I/O pins on the die edge:
Scale: 3 px per um. Pins as bars across the die edge, other pins in gray.
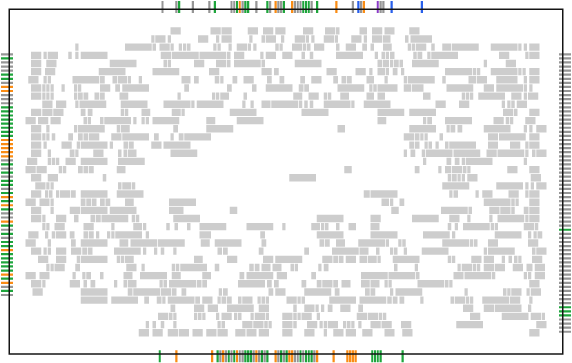
Routing congestion map:
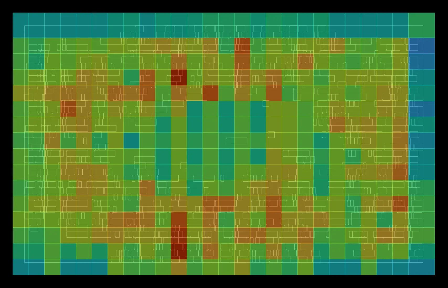
--- config.mk ---
export PLATFORM = sky130hd
export DESIGN_NAME = store_drain_unit
export DESIGN_NICKNAME = d
export VERILOG_FILES = /design/src/rtl/store_drain_unit.sv
export SDC_FILE = /design/constraint.sdc
export NUM_CORES = 1
export LEC_CHECK = 0
export ABC_AREA = 1
export CAP_MARGIN = 10
export CORE_ASPECT_RATIO = 0.6
export CORE_MARGIN = 5
export CORE_UTILIZATION = 28
export DETAILED_ROUTE_END_ITERATION = 6
export SETUP_SLACK_MARGIN = 0.02
export SYNTH_ARGS = -nofsm -noshare
export SYNTH_HDL_FRONTEND = slang
export SYNTH_SLANG_ARGS = --single-unit
--- constraint.sdc ---
create_clock -name clk -period 4.86 [get_ports clk]
set_clock_uncertainty 0.1 [all_clocks]
set_input_delay 0.972 -clock clk [delete_from_list [all_inputs] [get_ports clk]]
set_output_delay 0.972 -clock clk [all_outputs]
set_load 0.1 [all_outputs]
--- src/rtl/store_drain_unit.sv ---
// Store queue drain: pops released entries, splits FP doubles into two
// 32-bit write beats and tracks outstanding write credit.
module store_drain_unit #(
    parameter int FLEN            = 64,
    parameter int MAX_OUTSTANDING = 4,
    localparam int CW             = $clog2(MAX_OUTSTANDING + 1)
) (
    input  logic            clk,
    input  logic            rst,
    input  logic            sq_valid,
    input  logic            sq_empty,
    input  logic [31:0]     sq_addr,
    input  logic [3:0]      sq_be,
    input  logic            sq_cache_op,
    input  logic [31:0]     sq_data,
    input  logic            sq_fp,
    input  logic            sq_double,
    input  logic [FLEN-1:0] sq_fp_data,
    output logic            sq_pop,
    output logic            mem_req,
    input  logic            mem_ack,
    output logic [31:0]     mem_addr,
    output logic [3:0]      mem_be,
    output logic [31:0]     mem_wdata,
    output logic            mem_cache_op,
    input  logic            mem_wr_done,
    output logic [CW-1:0]   outstanding,
    output logic            drained
);

    typedef enum logic [1:0] {
        IDLE,
        ISSUE,
        ISSUE_HI
    } state_e;

    state_e        state_q, state_d;
    logic [31:0]   addr_q, addr_d;
    logic [3:0]    be_q, be_d;
    logic [31:0]   wdata_q, wdata_d;
    logic          cop_q, cop_d;
    logic          hi_pend_q, hi_pend_d;
    logic [31:0]   hi_data_q, hi_data_d;
    logic [CW-1:0] cnt_q, cnt_d;

    logic [63:0]   fp_ext;
    logic          is_dbl;
    logic          accept;
    logic          capture;

    always_comb begin
        fp_ext = 64'(sq_fp_data);
        // Cache ops never split, even if the double flag is set.
        is_dbl = (FLEN == 64) && sq_fp && sq_double && !sq_cache_op;

        mem_req = (state_q != IDLE) && (cnt_q < CW'(MAX_OUTSTANDING));
        accept  = mem_req && mem_ack;
        capture = sq_valid && ((state_q == IDLE) ||
                  ((state_q == ISSUE) && accept && !hi_pend_q));
        sq_pop  = capture;

        state_d   = state_q;
        addr_d    = addr_q;
        be_d      = be_q;
        wdata_d   = wdata_q;
        cop_d     = cop_q;
        hi_pend_d = hi_pend_q;
        hi_data_d = hi_data_q;

        case (state_q)
            IDLE: ;
            ISSUE: begin
                if (accept) begin
                    if (hi_pend_q) begin
                        state_d   = ISSUE_HI;
                        addr_d    = {addr_q[31:3], 3'b100};
                        be_d      = 4'hF;
                        wdata_d   = hi_data_q;
                        hi_pend_d = 1'b0;
                    end else begin
                        state_d = IDLE;
                    end
                end
            end
            ISSUE_HI: begin
                if (accept) state_d = IDLE;
            end
            default: state_d = IDLE;
        endcase

        if (capture) begin
            state_d   = ISSUE;
            cop_d     = sq_cache_op;
            hi_pend_d = is_dbl;
            hi_data_d = fp_ext[63:32];
            if (is_dbl) begin
                addr_d  = {sq_addr[31:3], 3'b000};
                be_d    = 4'hF;
                wdata_d = fp_ext[31:0];
            end else begin
                addr_d  = sq_addr;
                be_d    = sq_be;
                wdata_d = sq_data;
            end
        end

        cnt_d = cnt_q;
        if (accept && !mem_wr_done) begin
            cnt_d = cnt_q + CW'(1);
        end else if (!accept && mem_wr_done && (cnt_q != '0)) begin
            cnt_d = cnt_q - CW'(1);
        end
    end

    always_ff @(posedge clk or posedge rst) begin
        if (rst) begin
            state_q   <= IDLE;
            addr_q    <= '0;
            be_q      <= '0;
            wdata_q   <= '0;
            cop_q     <= 1'b0;
            hi_pend_q <= 1'b0;
            hi_data_q <= '0;
            cnt_q     <= '0;
        end else begin
            state_q   <= state_d;
            addr_q    <= addr_d;
            be_q      <= be_d;
            wdata_q   <= wdata_d;
            cop_q     <= cop_d;
            hi_pend_q <= hi_pend_d;
            hi_data_q <= hi_data_d;
            cnt_q     <= cnt_d;
        end
    end

    assign mem_addr     = addr_q;
    assign mem_be       = be_q;
    assign mem_wdata    = wdata_q;
    assign mem_cache_op = cop_q;
    assign outstanding  = cnt_q;
    assign drained      = (state_q == IDLE) && sq_empty && !sq_valid &&
                          (cnt_q == '0);

`ifndef SYNTHESIS
    a_done_underflow: assert property (@(posedge clk) disable iff (rst)
        mem_wr_done |-> (cnt_q != '0))
        else $error("mem_wr_done with nothing outstanding");
    a_ack_no_req: assert property (@(posedge clk) disable iff (rst)
        mem_ack |-> mem_req)
        else $error("mem_ack without mem_req");
`endif

endmodule

==> notes.md <==
run results: status finished, final reports clean, register share after synthesis 0.527, first-pass GRT wire length approximately 28 mm, Worst Reg-to-Reg Cells 8, fp util 0.283, clock group share of total power 0.114, met1 GRT Util 0.246, GRT overflow 0, comb pwr 4.00 mW, Comb pwr share 0.637, Synth Area in XOR/XNOR 0.00344, area fraction in compound gates 0.0600, Startpoint Class input pin, clk root buf clkbuf_16, Top cells by area dfrtp_1 (53%), nand2_1 (23%), nand3_1 (11%), final wirelength 17.6 mm, Min-Delay Path Class reg2reg, Hold Path End mem_addr[29]$_DFFE_PP0P_, CP max-delay cell clkdlybuf4s50_1, worst hold start mem_addr[29]$_DFFE_PP0P_, Yosys Chip Area roughly 5100 um2, die height around 110 um, Final Instance Count excl. Fillers 1073, Late-Pin Clk Latency 0.34 ns, Adder Share, Synth 0.00394, Top delay family on crit path buffers and inverters, Flop pwr share 0.249, crit-path cells clkdlybuf4s50_1, nand4_1, o21bai_4, nand2_4, inv_2, buf_12, largest net degree at the start of global routing 62, Final Max Tran Viols 0, critical path class in2out, Max FO, Critical Path 3, Metal-1 WL around 8.7 mm, DR pass1 iterations 5, routed wl met3 1.55 mm, Int Power 2.61 mW, vias in the first global route 5099, drt first-iter violations 280, WP depth 6, largest area contributor in the netlist dfrtp_1, CTS tree done, buffers added on ports 215, Critical Path Max Stage Delay 0.50 ns, area delta synth->final 51.3%, metal2 WL 7.13 mm, final setup violation count 0, WP buf/inv 3, Worst-Margin Slew 1.03 ns, routed via count ~5000, final instance area 7690 um2, Total GRT Usage 0.167, Longest Clk Path Bufs 2, vias per cell 4.64, Worst setup endpoint sq_pop, PnR worst setup slack ~1.6 ns, total power ~6.3 mW, Biggest consumer combinational cells, dominant kind of combinational cell simple AND/OR/NAND/NOR gates, CTS H-Tree Depth 3, Ports around 220, Yosys Instances 638, area of the mapped netlist 5080 um2, post-layout period usage of the worst path 0.675, library cells used by synthesis 22, Max Used Layer met4, top area contributor share 0.527, Die Width 184 um, RSZ-0062 raised after global routing false, diodes inserted 0, FF-to-FF setup slack 2.43 ns, initial antenna violation count 0, syn_area_per_cell 7.97 um2, Placer Congestion approximately 0.77, placed cells 1057, Rel. slew slack 0.309, Arr. time, crit path 2.21 ns, Mapped Cells between 600 and 700, Simple Share, Synth 0.350, clk sink count 107, Tmin final 3.28 ns, Final Hold Viols 0, Setup crit start mem_ack, IR Drop Worst-Case VDD 338 uV
About 'I/O pins on the die edge':
- mem_req: purple (pins 1; direction output; edge top)
- sq_fp_data: green (pins 64; direction input; edge 29 left, 20 bottom, 11 top, 4 right)
- mem_wdata: orange (pins 32; direction output; edge 14 bottom, 13 left, 5 top)
- outstanding: blue (pins 3; direction output; edge top)
- all pins by edge: 69 right, 60 left, 48 bottom, 39 top

About 'routing congestion map':
post-route core utilization: 0.428
wire per inst: 16.4 um
GR Layer Usage met2: 0.244
met3 Use GR: 0.0502
busiest grt layer: met1

[cell type report]
| class | count | area [um2] |
|---|---|---|
| Inverter | 11 | 43.8 |
| Tap cell | 240 | 300 |
| Clock buffer | 11 | 243 |
| Clock inverter | 5 | 42.5 |
| Timing Repair Buffer | 228 | 2250 |
| Sequential cell | 107 | 2680 |
| Multi-Input combinational cell | 471 | 2140 |
| Fill cell | 1843 | 10300 |
[cells in the mapped netlist (all sizes together)]
cell type,instances
clkbuf,21
xnor2,1
o2111ai,32
inv,11
fa,1
nand3b,1
nor2,9
o21ai,2
buf,28
dfrtp,107
o21bai,1
nand2,308
o21a,1
xor2,1
nand3,113
nand4,1
No activity file was given, so power comes from the tool's default toggle rates.
